## src/rtl/stdp_weight_update.sv

```systemverilog
// STDP learning stage: walks the winning neuron's synapses, one read and one write each, applying a saturating +/-1 update.
// Latency 2*NUM_INPUTS+1 cycles from start to done (1 cycle with no winner); start while busy is dropped.
module stdp_weight_update #(
  parameter int NUM_INPUTS  = 16,
  parameter int NUM_NEURONS = 8,
  parameter int TIME_PERIOD = 8,
  parameter int WEIGHT_MAX  = 7,
  localparam int TW = $clog2(TIME_PERIOD),
  localparam int WW = $clog2(WEIGHT_MAX + 1),
  localparam int NW = $clog2(NUM_NEURONS) + 1,
  localparam int AW = $clog2(NUM_NEURONS * NUM_INPUTS)
) (
  input  logic                     clock,
  input  logic                     reset_n,
  input  logic                     start,
  input  logic                     output_spike,
  input  logic [TW-1:0]            output_spike_time,
  input  logic [NW-1:0]            winning_neuron,
  input  logic [NUM_INPUTS-1:0]    input_spike,
  input  logic [NUM_INPUTS*TW-1:0] input_spike_time,
  output logic [AW-1:0]            w_addr,
  input  logic [WW-1:0]            w_rd_data,
  output logic                     w_wr_en,
  output logic [WW-1:0]            w_wr_data,
  output logic                     busy,
  output logic                     done
);

  localparam int SW = $clog2(NUM_INPUTS);

  typedef enum logic [1:0] {IDLE, READ, WRITE, FINISH} state_t;

  state_t                  state, state_n;
  logic [SW-1:0]           syn_q, syn_n;
  logic                    load;
  logic [NW-1:0]           win_q;
  logic [TW-1:0]           tout_q;
  logic [NUM_INPUTS-1:0]   spk_q;
  logic [NUM_INPUTS*TW-1:0] tin_q;

  logic [AW-1:0]           addr_c;
  logic [TW-1:0]           t_in;
  logic [WW:0]             w_inc;
  logic [WW-1:0]           w_next;

  always_ff @(posedge clock) begin
    if (!reset_n) begin
      state  <= IDLE;
      syn_q  <= '0;
      win_q  <= '0;
      tout_q <= '0;
      spk_q  <= '0;
      tin_q  <= '0;
    end else begin
      state <= state_n;
      syn_q <= syn_n;
      if (load) begin
        win_q  <= winning_neuron;
        tout_q <= output_spike_time;
        spk_q  <= input_spike;
        tin_q  <= input_spike_time;
      end
    end
  end

  assign addr_c = AW'(win_q) * AW'(NUM_INPUTS) + AW'(syn_q);

  // Increment is evaluated one bit wider so the clamp sees the carry instead of a wrapped value.
  always_comb begin
    t_in  = tin_q[syn_q*TW +: TW];
    w_inc = {1'b0, w_rd_data} + (WW+1)'(1);
    if (spk_q[syn_q] && (t_in <= tout_q))
      w_next = (w_inc > (WW+1)'(WEIGHT_MAX)) ? WW'(WEIGHT_MAX) : w_inc[WW-1:0];
    else
      w_next = (w_rd_data == '0) ? '0 : w_rd_data - WW'(1);
  end

  always_comb begin
    state_n   = state;
    syn_n     = syn_q;
    load      = 1'b0;
    busy      = 1'b1;
    done      = 1'b0;
    w_wr_en   = 1'b0;
    w_addr    = '0;
    w_wr_data = '0;
    case (state)
      IDLE: begin
        busy = 1'b0;
        if (start) begin
          if (output_spike && (winning_neuron < NW'(NUM_NEURONS))) begin
            load    = 1'b1;
            syn_n   = '0;
            state_n = READ;
          end else begin
            state_n = FINISH;
          end
        end
      end
      READ: begin
        w_addr  = addr_c;
        state_n = WRITE;
      end
      WRITE: begin
        w_addr    = addr_c;
        w_wr_en   = 1'b1;
        w_wr_data = w_next;
        if (syn_q == SW'(NUM_INPUTS - 1)) begin
          state_n = FINISH;
        end else begin
          syn_n   = syn_q + SW'(1);
          state_n = READ;
        end
      end
      FINISH: begin
        done    = 1'b1;
        state_n = IDLE;
      end
      default: state_n = IDLE;
    endcase
  end

endmodule

```

## config.mk

```make
export PLATFORM = sky130hd
export DESIGN_NAME = stdp_weight_update
export DESIGN_NICKNAME = d
export VERILOG_FILES = /design/src/rtl/stdp_weight_update.sv
export SDC_FILE = /design/constraint.sdc
export NUM_CORES = 1
export LEC_CHECK = 0
export CAP_MARGIN = 10
export CORE_MARGIN = 10
export CORE_UTILIZATION = 51
export CTS_BUF_LIST = sky130_fd_sc_hd__clkbuf_8
export DETAILED_ROUTE_END_ITERATION = 6
export PLACE_DENSITY = 0.82
export SETUP_SLACK_MARGIN = 0.02
export SYNTH_ARGS = -nofsm -noshare
export SYNTH_HDL_FRONTEND = slang
export SYNTH_SLANG_ARGS = --single-unit
```

## constraint.sdc

```tcl
create_clock -name clock -period 4.85 [get_ports clock]
set_input_delay 0.7275 -clock clock [delete_from_list [all_inputs] [get_ports clock]]
set_output_delay 0.7275 -clock clock [all_outputs]
set_load 0.01 [all_outputs]
```

Fig. 1: run 1, routing congestion map
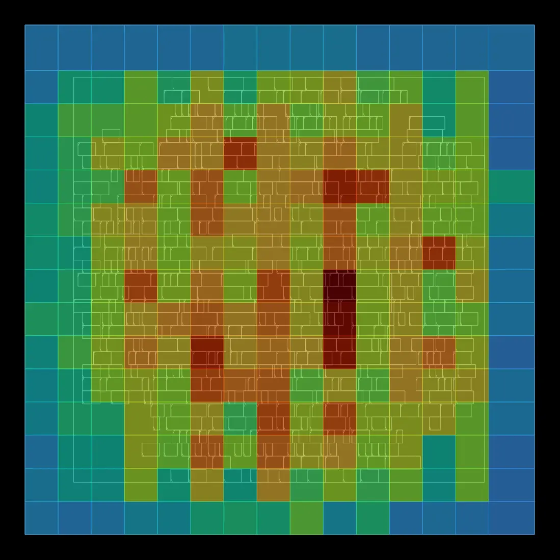
routing usage on met2: 27.7%
wire length per cell after detailed routing: 15.4 µm
utilization after layout: 67.0%
met3 global-route usage: 4.29%

Fig. 2: run 1, cells colored by class
Scale bar: 20 µm. Fill, decap, tap and diode cells in gray.
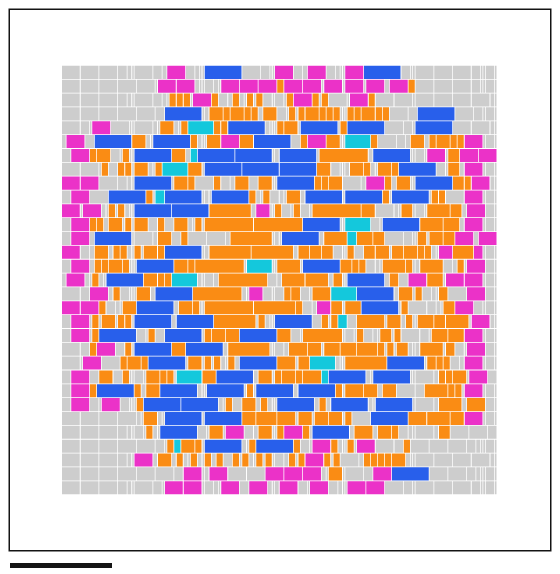
| color | class | cells | share of their area |
|---|---|---|---|
| magenta | remaining buffers and delay cells | 94 | 20% |
| cyan | clock drivers and dummy loads | 15 | 3.2% |
| orange | combinational and other logic | 313 | 45% |
| blue | sequential cells | 76 | 32% |
placement row count: 31
total non-filler cell area in the finished layout: 4830 µm²

Fig. 3: run 1, sequential cells grouped by signal name
Scale bar: 20 µm.
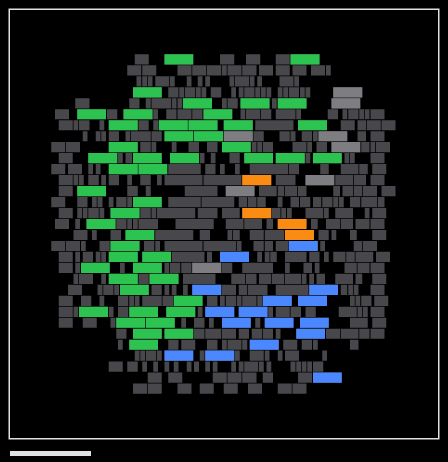
| color | name in the netlist | sequential cells |
|---|---|---|
| blue | `spk_q` | 16 |
| green | `tin_q` | 48 |
| orange | `syn_q` | 4 |
not colored: 8
total area of sequential cells: 1520 µm²
P_seq: 0.673 mW

-- run 1: power by group through the flow --
stage                     registers (mW)  logic [mW]  clock network (mW)
after floorplan                    0.680       0.135                   0
after global placement             0.686       0.238                   0
after detailed placement           0.688       0.245                   0
after CTS                          0.673       0.247               0.387
after global routing               0.676       0.272               0.415
final                              0.673       0.248               0.388
-- run 1: registers in the layout, indices dropped and copies added, names as in the netlist --
name / cells
spk_q: 16
win_q: 3
tout_q: 3
syn_q: 4
state: 2
tin_q: 48
-- run 1: through the flow --
stage | total power [mW] | utilization, %
floorplan | 0.815 | -
global placement | 0.924 | 64.9
detailed placement | 0.933 | 64.9
CTS | 1.31 | 66.9
global route | 1.36 | 67.0
finish | 1.31 | 67.0
-- run 1: routing by layer --
metal | wire, µm | GRT usage (%)
met1 | 3950 | 18.3
met2 | 4620 | 27.7
met3 | 467 | 4.29
met4 | 177 | 6.48
met5 | 0 | 0
-- run 1: worst max-delay path, cell delays in order (launching register included) --
cell,delay [ns]
sky130_fd_sc_hd__dfxtp_1,0.47
sky130_fd_sc_hd__buf_4,0.25
sky130_fd_sc_hd__mux4_1,0.56
sky130_fd_sc_hd__mux4_2,0.48
sky130_fd_sc_hd__ha_1,0.30
sky130_fd_sc_hd__nor2b_1,0.14
sky130_fd_sc_hd__o21a_1,0.19
sky130_fd_sc_hd__o21ai_2,0.23
sky130_fd_sc_hd__a31oi_1,0.12
sky130_fd_sc_hd__o32ai_1,0.27
sky130_fd_sc_hd__clkdlybuf4s50_1,0.60
-- run 1: final cells by class --
type / count / share of cell area (%)
Clock buffer: 9 / 2.56
Inverter: 13 / 1.01
Timing Repair Buffer: 94 / 19.2
Sequential cell: 76 / 31.5
Tap cell: 99 / 2.56
Multi-Input combinational cell: 300 / 42.7
Clock inverter: 6 / 0.544
==> writeup.txt, run 1 <==
The chip occupies 11300 µm². Number of sinks handled by clock tree synthesis: 76. For the worst reg-to-reg path, the startpoint reported by OpenROAD is state[0]$_SDFFE_PN0N_.

The worst hold margin was 0.466 ns. The area fraction of the largest cell type after synthesis is 40.3%. When the netlist entered floorplanning its net count stood at 510.

Yosys instantiated no cell more often than sky130_fd_sc_hd__nand2_1. The run gives 0 as the number of antenna diodes. The worst setup path is of the register to output port kind. STA shows the worst reg2reg path with a cell count of 8. The tools report the routability-driven placement congestion ratio as 0.841.

For this design the top-level I/O count stands at 91. Hold analysis lists the worst path endpoint as win_q[2]$_SDFFE_PN0P_. Pin count of the biggest net entering global routing: 76. The run gives 9210 µm for the aggregate routed wire length. For this run, the post-layout net count is 584. The run gives 27.9% for the relative area change from synthesis to final layout. The worst pin sits at a relative slew slack of 25.0%. Per the finish-stage timing summary, setup violations number 0. In this run, post-CTS hold repair placed 0 buffers.

Timing analysis after detailed placement gives a worst setup slack of 0.298 ns. The top flip-flop cell by instance count after synthesis was sky130_fd_sc_hd__dfxtp_1. Arrival time reported for the critical path endpoint: 3.95 ns. The first TritonRoute pass finished after 4 iterations.

Overall routing resource usage recorded by global route was 16.0%. The required time reported for the critical path endpoint was 4.12 ns; the count of flip-flops with a built-in enable after synthesis was 0. With the post-synthesis simple-gate area fraction at 19.8%, the part of the power in the clock network is 29.6%.

The path class of the tightest hold or removal check is register to register. The clock transition at the registers of the reported paths works out to 0.07 ns. With the quantity of gates resized following cts at 1, the post-synthesis cell type count is 38.

The total power per unit cell area was 271 nW/µm². First-pass GRT wire length: 15000 µm. For the post-CTS setup buffer count, the log shows 0.

The combinational family with the most area after synthesis was simple AND/OR/NAND/NOR gates. Once layout is complete, the cells apart from fillers number 597. Count of maximum capacitance violations: 0. The tools report the critical path endpoint category as an output port.

The synthesized design contains 76 register bits. The detail route stage leaves a number of antenna-violating nets equal to 0. The terminus of the critical flop-to-flop path is syn_q[3]$_SDFFE_PN0P_. The run gives 3.97% for the adder-cell area share of the yosys netlist. Once placement completed, the tool counted placed cells totaling 582. After synthesis, the most frequently instantiated cells are sky130_fd_sc_hd__nand2_1, sky130_fd_sc_hd__dfxtp_1, sky130_fd_sc_hd__a21boi_0.

The slack of the critical path is 0.175 ns. Per STA, the endpoint of the critical path is w_wr_data[0]. The minimum period implied by the final worst setup slack was 4.68 ns. Setup repair after global routing left no endpoint under its margin. In the floorplan report the effective utilization is 52.4%.

The tool warning count for the run is 32. Of the available clock period, the critical path in the final layout requires 96.4%. Measured along the x axis, the die boundary spans 106 µm.

The mean number of vias per cell is 5.23. The flow ran to the end, and the final reports show no timing, DRC or antenna violations. STA lists the startpoint of the worst hold path as win_q[2]$_SDFFE_PN0P_.

The portion of synthesized area spent on multiplexers is 12.7%. The logs give 585 for the tally of filler cells in the layout and 119 for the number of DRC violations after detailed-routing iteration 0. Per report_power, the sequential group accounts for 51.4% of the total. In the final layout, the share of cells above drive strength 1 is 6.63%. Max-slew check failures listed in the final report amount to 0. Per the timing report, the biggest fanout along the worst path comes to 9.

In this run the vertical extent of the chip is 106 µm. The number of cells on the worst hold path is listed as 2. The final hold violation count recorded for this run is 0. The via count of the first global-routing pass came out at 3237.

The Yosys step of the flow raised 0 warnings. The stat command in Yosys gives a chip area of 3780 µm². On the final layout, the worst clock skew is 0.00703 ns. Among logic cells in the layout, the one with the most instances is sky130_fd_sc_hd__nand2_1. Ranked by total cell area, the synthesized netlist is headed by sky130_fd_sc_hd__dfxtp_1, sky130_fd_sc_hd__a21boi_0, sky130_fd_sc_hd__nand2_1.

For the initial antenna violation count, the log shows 0. The tools report the area of the multi-input gates as 2060 µm². OpenSTA lists the critical path startpoint as syn_q[0]$_SDFFE_PN0P_. The xor/xnor share of the synthesized area is 0.463%. The run gives 0.961 mW for the design internal power. The biggest area contributor in the post-synthesis netlist is sky130_fd_sc_hd__dfxtp_1. The tools report the clock root buffer master as sky130_fd_sc_hd__clkbuf_8.

Per the power-grid run, VDD falls by no more than 0.130 mV. The run gives 1.71 nW as the reported leakage power. CTS reports a maximum clock tree buffer depth of 2. The run gives 40.3% as the proportion of synthesized chip area in sequential cells. TritonCTS built the clock tree. Type of origin of the critical path: a register. The post-synthesis area per instance was 9.00 µm²; the standard cell core area was 7210 µm². Combinational logic burns 18.9% of the power.

The most common logic cells in the final layout are sky130_fd_sc_hd__nand2_1, sky130_fd_sc_hd__clkdlybuf4s50_1, sky130_fd_sc_hd__dfxtp_1, sky130_fd_sc_hd__a21boi_0, sky130_fd_sc_hd__inv_1. The tools report the number of DRC violations after detailed routing as 0. Setup slack on the worst reg-to-reg path comes out at 2.54 ns. After synthesis the cells add up to 3780 µm². The analysis attributes to net switching a power of 0.349 mW. The maximum clock frequency is 214 MHz, and the setup TNS is 0 ns. The switching power as a share of total power came out at 26.6%. The clock reaches the later pin of the worst-skew pair after 0.34 ns. In this run, CTS created clock tree buffers numbering 9. For this design, Yosys synthesis ends with a cell count of 420.

For the number of levels in the clock H-tree, the log shows 3. The tools report the residual overflow from global routing as 0. The worst-margin pin slew was 1.12 ns; the total cell area at the placement stage was 4680 µm². Detailed placement ended at an HPWL of 6930 µm. The run gives 0% for the fraction of registers with async set/reset. The area fraction in compound gates is 17.5%. Per the placement log, port buffering inserted 90 buffers.

For the total via count in the routed design, the log shows 3124. Synthesis produced 420 cells.
Fig. 4: run 1, placement density heat map
11 x 11 tiles, from black (low) to pale yellow (high), 0 to 100% covered.
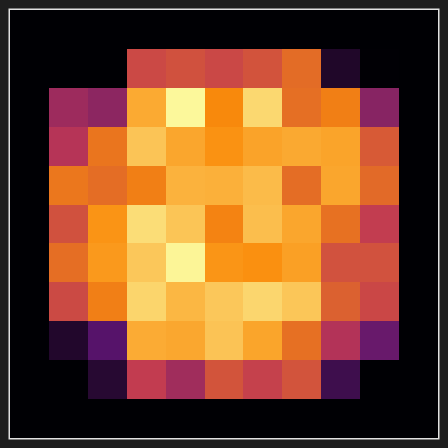

## Run 2: what changed since run 1
--- a/config.mk
+++ b/config.mk
@@ -11,7 +11,9 @@
 export CTS_BUF_LIST = sky130_fd_sc_hd__clkbuf_8
 export DETAILED_ROUTE_END_ITERATION = 6
 export PLACE_DENSITY = 0.82
+export RECOVER_POWER = 50
 export SETUP_SLACK_MARGIN = 0.02
 export SYNTH_ARGS = -nofsm -noshare
 export SYNTH_HDL_FRONTEND = slang
 export SYNTH_SLANG_ARGS = --single-unit
+export TNS_END_PERCENT = 10
Fig. 5: run 2, placement density heat map
11 x 11 tiles, from black (low) to pale yellow (high), 0 to 100% covered.
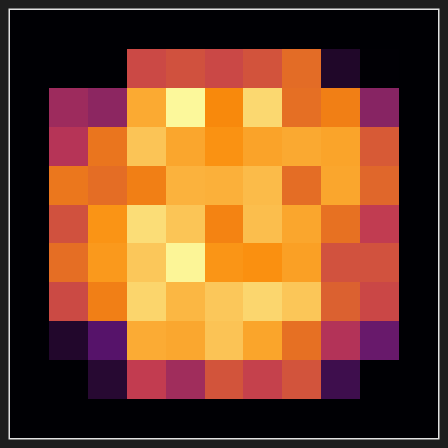
densest ninth of the die: center
nearly empty tiles: 37%
mean over tiles: 42%
tiles over 75% full: 27%
fullest tile: 98%
core footprint: 7210 µm²
utilization after layout: 67.0%
fraction of the core area occupied by cells at floorplan: 52.4%

==> run 2 against run 1 <==
Effect of this change: the flow now finishes with violations (capacitance limit, slew limit); worst hold slack better by 0.00087 ns; largest cell class unchanged; via count about the same; maximum frequency grew 0.35%; critical endpoint unchanged; highest routed layer unchanged; wire length increased by 0.11%; first-iteration DRC count unchanged; critical path depth stayed put; clock skew is essentially flat; utilization barely moved; cell count unchanged.
==> writeup.txt, run 2 <==
The run finished, with violations left. The checks that failed: capacitance limit, slew limit. The logs give 119 (unchanged) for the number of DRC violations after detailed-routing iteration 0 and 0 (unchanged) for the number of synthesis warnings.

Switching power as a share of total power: 26.7% (+0.069 points). The post-synthesis area per instance is 9.00 µm² (unchanged). The worst vdd rail ir drop was 0.130 mV (about the same); the post-CTS setup buffer count was 0 (unchanged). The critical path endpoint category was an output port. The run gives 0 (unchanged) for the residual overflow from global routing.

With the post-placement cell count at 582 (unchanged), the net count of the finished layout is 584 (unchanged). The count of non-filler cells in the finished layout is 597 (unchanged), and the maximum root-to-sink buffer count is 2 (unchanged). The run gives 90 (unchanged) for the number of buffers added on ports. The logs give 0.960 mW (about the same) for the design internal power and 3780 µm² (unchanged) for the yosys-reported design area after synthesis. The reported leakage power was 1.71 nW (+0.22%); the required time reported for the critical path endpoint was 4.12 ns (about the same).

The run gives 0 (unchanged) for the number of antenna diodes. OpenSTA lists the critical path startpoint as syn_q[0]$_SDFFE_PN0P_. The tools report the fraction of power consumed by combinational cells as 18.9% (about the same). The remaining number of nets flagged by the antenna check after routing is 0 (unchanged). After synthesis, the most frequently instantiated cells are sky130_fd_sc_hd__nand2_1, sky130_fd_sc_hd__dfxtp_1, sky130_fd_sc_hd__a21boi_0. Proportion of synthesized chip area in sequential cells: 40.3% (unchanged).

Per STA, the worst path accumulates the most delay in the family multiplexers. Sorting the synthesized cells by area gives the leading types as sky130_fd_sc_hd__dfxtp_1, sky130_fd_sc_hd__a21boi_0, sky130_fd_sc_hd__nand2_1. The stage delay of the slowest cell on the critical path came out at 0.60 ns (about the same). The die outline width was 106 µm (unchanged); the critical-path maximum fanout was 9 (unchanged).

Setup repair after global routing left no endpoint under its margin. The run gives 0.349 mW (+0.28%) as the net switching power figure. Looking at the critical path, the single cell with the biggest stage delay is sky130_fd_sc_hd__clkdlybuf4s50_1.

With the number of sinks handled by clock tree synthesis at 76 (unchanged), the arrival time reported for the critical path endpoint is 3.93 ns (-0.02 ns). The flop and latch count out of synthesis is 76 (unchanged). The routability-driven placement congestion ratio was 0.841 (unchanged). The fraction of post-synthesis cell area in the top cell type by area is 40.3% (unchanged), and the worst hold margin is 0.467 ns (+0.000871 ns). Listed in order, past its start point the critical path passes buf_4, mux4_1, mux4_2, ha_1, nor2b_1, o21a_1, o21ai_2, a31oi_1, o32ai_1, clkdlybuf4s50_1. Per the timing report, the most critical flop-to-flop path originates at state[0]$_SDFFE_PN0N_. The largest area contributor in the netlist is sky130_fd_sc_hd__dfxtp_1.

The vertical die size came out at 106 µm (unchanged). The post-route clock skew came out at 0.00700 ns (-0.0000317 ns). Final tally of setup violations: 0 (unchanged).

The class of the worst hold path was register to register. The biggest power consumer among the groups is sequential cells. The portion of total power attributed to sequential cells was 51.4% (about the same). The combinational cell power came out at 0.247 mW (about the same).

Via count of the first global-routing pass: 3237 (unchanged). The total count of max-transition violations in the final report came out at 76 (+76). The run gives 9 (unchanged) for the number of clock buffers inserted by TritonCTS. The clock transition at the registers of the reported paths is 0.07 ns (about the same), and the clock network power is 0.389 mW (about the same). The logs give 0.35 ns (about the same) for the latest clock arrival within the worst-skew pair and 510 (unchanged) for the floorplan net count. With the layout cell share with drive strength beyond 1 at 6.43% (-0.20 points), the overall power is 1.31 mW (about the same).

In the final layout, the registers with the most flip-flops are tin_q x48, spk_q x16, syn_q x4. The run gives 11300 µm² (unchanged) as the overall chip area. With the minimum period implied by the final worst setup slack at 4.66 ns (-0.0161 ns), the slack of the critical path is 0.191 ns (+0.0161 ns). For the part of the power in the clock network, the log shows 29.7% (about the same). For the maximum clock frequency, the log shows 215 MHz (+0.35%). Number of cell instances on the worst register-to-register path: 8 (unchanged). Top flip-flop cell by instance count after synthesis: sky130_fd_sc_hd__dfxtp_1.

The count of pins on the block boundary was 91 (unchanged). Per the cell usage report, the commonest logic cells after layout are sky130_fd_sc_hd__nand2_1, sky130_fd_sc_hd__clkdlybuf4s50_1, sky130_fd_sc_hd__dfxtp_1, sky130_fd_sc_hd__a21boi_0, sky130_fd_sc_hd__inv_1. The most common logic cell in the final layout is sky130_fd_sc_hd__nand2_1. The run gives 0.298 ns (unchanged) for the placement-stage worst setup slack. The setup TNS is 0 ns (unchanged), and the number of flip-flops in the largest register is 48 (unchanged). With the total cell area at the placement stage at 4680 µm² (unchanged), the number of warning messages in the logs is 32 (unchanged). Most frequent cell after synthesis: sky130_fd_sc_hd__nand2_1. The logic depth of the worst path, buffers included came out at 10 (unchanged). OpenSTA lists the critical path endpoint as w_wr_data[0]. The relative area change from synthesis to final layout was 27.8% (about the same). The worst setup path is launched from a register. The fraction of registers with async set/reset came out at 0% (unchanged).

For the count of maximum capacitance violations, the log shows 1 (+1). The worst-margin pin slew came out at 2.46 ns (+1.33 ns). The share of the clock period used by the worst path after layout works out to 96.1% (-0.33 points). Final cell area excluding filler cells: 4830 µm² (about the same).

With the mean number of vias per cell at 5.24 (about the same), the count of flip-flops with a built-in enable after synthesis is 0 (unchanged). First-pass GRT wire length: 15000 µm (unchanged). Number of DRC violations after detailed routing: 0 (unchanged). The number of cell instances after yosys synthesis is 420 (unchanged), and the detailed placer's ending HPWL is 6930 µm (unchanged). With the count of endpoints failing hold in the final timing report at 0 (unchanged), the minimum setup slack among reg-to-reg paths is 2.52 ns (-0.02 ns).

Total power per unit cell area: 271 nW/µm² (about the same). For the initial antenna violation count, the log shows 0 (unchanged). Clock root buffer master: sky130_fd_sc_hd__clkbuf_8. For the number of detailed-routing iterations run before antenna repair, the log shows 4 (unchanged). The run gives 420 (unchanged) for the cell count after synthesis. The number of levels in the clock H-tree is 3 (unchanged).

The row count is 31 (unchanged), and the post-synthesis instance area is 3780 µm² (unchanged). The category of the critical setup timing path is register to output port. Buffering stage count on the worst path with inverters included: 2 (unchanged). The terminus of the critical flop-to-flop path was syn_q[3]$_SDFFE_PN0P_. The pin count of the biggest net entering global routing was 76 (unchanged).

The register ranked first by flip-flop count is tin_q. The post-synthesis cell type count was 38 (unchanged). Tally of filler cells in the layout: 586 (+0.17%).

The relative max-transition margin was -63.8% (-89 points). TritonCTS built the clock tree. For the sequential power, the log shows 0.674 mW (about the same).
Fig. 6: run 2, wiring by layer
Scale bar: 20 µm. Only two layers are drawn.
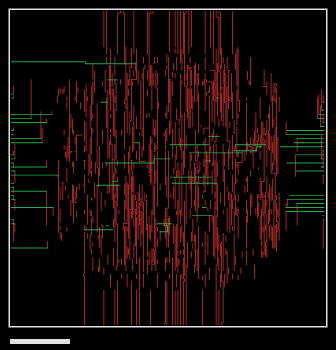
| color | layer | wire length |
|---|---|---|
| red | metal 2 | 4620 µm |
| green | metal 3 | 478 µm |
wire length per cell after detailed routing: 15.4 µm
vias: 3126
total wire length after detailed routing: 9220 µm
total routing usage reported by global routing: 16.0%

[run 2: final cells by class]
type | instances | area (µm²) | share of cell area (%)
Clock inverter | 6 | 26.3 | 0.544
Multi-Input combinational cell | 300 | 2060 | 42.7
Sequential cell | 76 | 1520 | 31.5
Tap cell | 99 | 124 | 2.56
Inverter | 13 | 48.8 | 1.01
Timing Repair Buffer | 94 | 925 | 19.1
Clock buffer | 9 | 124 | 2.56
[run 2: cell families after synthesis]
family                   synth area share (%)
AND/OR/NAND/NOR                          19.8
XOR/XNOR                                0.464
buffers and inverters                    5.30
multiplexers                             12.7
adder cells (fa/ha/maj)                  3.97
flip-flops                               40.3
AND-OR/OR-AND                            17.5
[run 2: worst min-delay path by stage]
| stage | from | endpoint | cells past startpoint |
|---|---|---|---|
| after global placement | win_q[1]$_SDFFE_PN0P_ | win_q[1]$_SDFFE_PN0P_ | 2 |
| after CTS | win_q[2]$_SDFFE_PN0P_ | win_q[2]$_SDFFE_PN0P_ | 2 |
| after global routing | tin_q[29]$_SDFFE_PN0P_ | tin_q[29]$_SDFFE_PN0P_ | 2 |
| after detailed placement | win_q[2]$_SDFFE_PN0P_ | win_q[2]$_SDFFE_PN0P_ | 2 |
| final | win_q[2]$_SDFFE_PN0P_ | win_q[2]$_SDFFE_PN0P_ | 2 |
| after floorplan | tin_q[15]$_SDFFE_PN0P_ | tin_q[15]$_SDFFE_PN0P_ | 2 |
[run 2: per-layer routing]
layer	wire [µm]	up-vias	share of wire [%]	global-route usage [%]
li1	-	1569	-	-
met1	3950	1460	43	18.3
met2	4620	77	50	27.7
met3	477	20	5.2	4.29
met4	177	0	1.9	6.48
met5	0	-	0	0
[run 2: what timing repair did]
action / CTS / global route
hold buffers: 0 / 0
endpoints found under the setup margin: 2 / 3
resized: 1 / 1
No activity file was given, so power comes from the tool's default toggle rates.
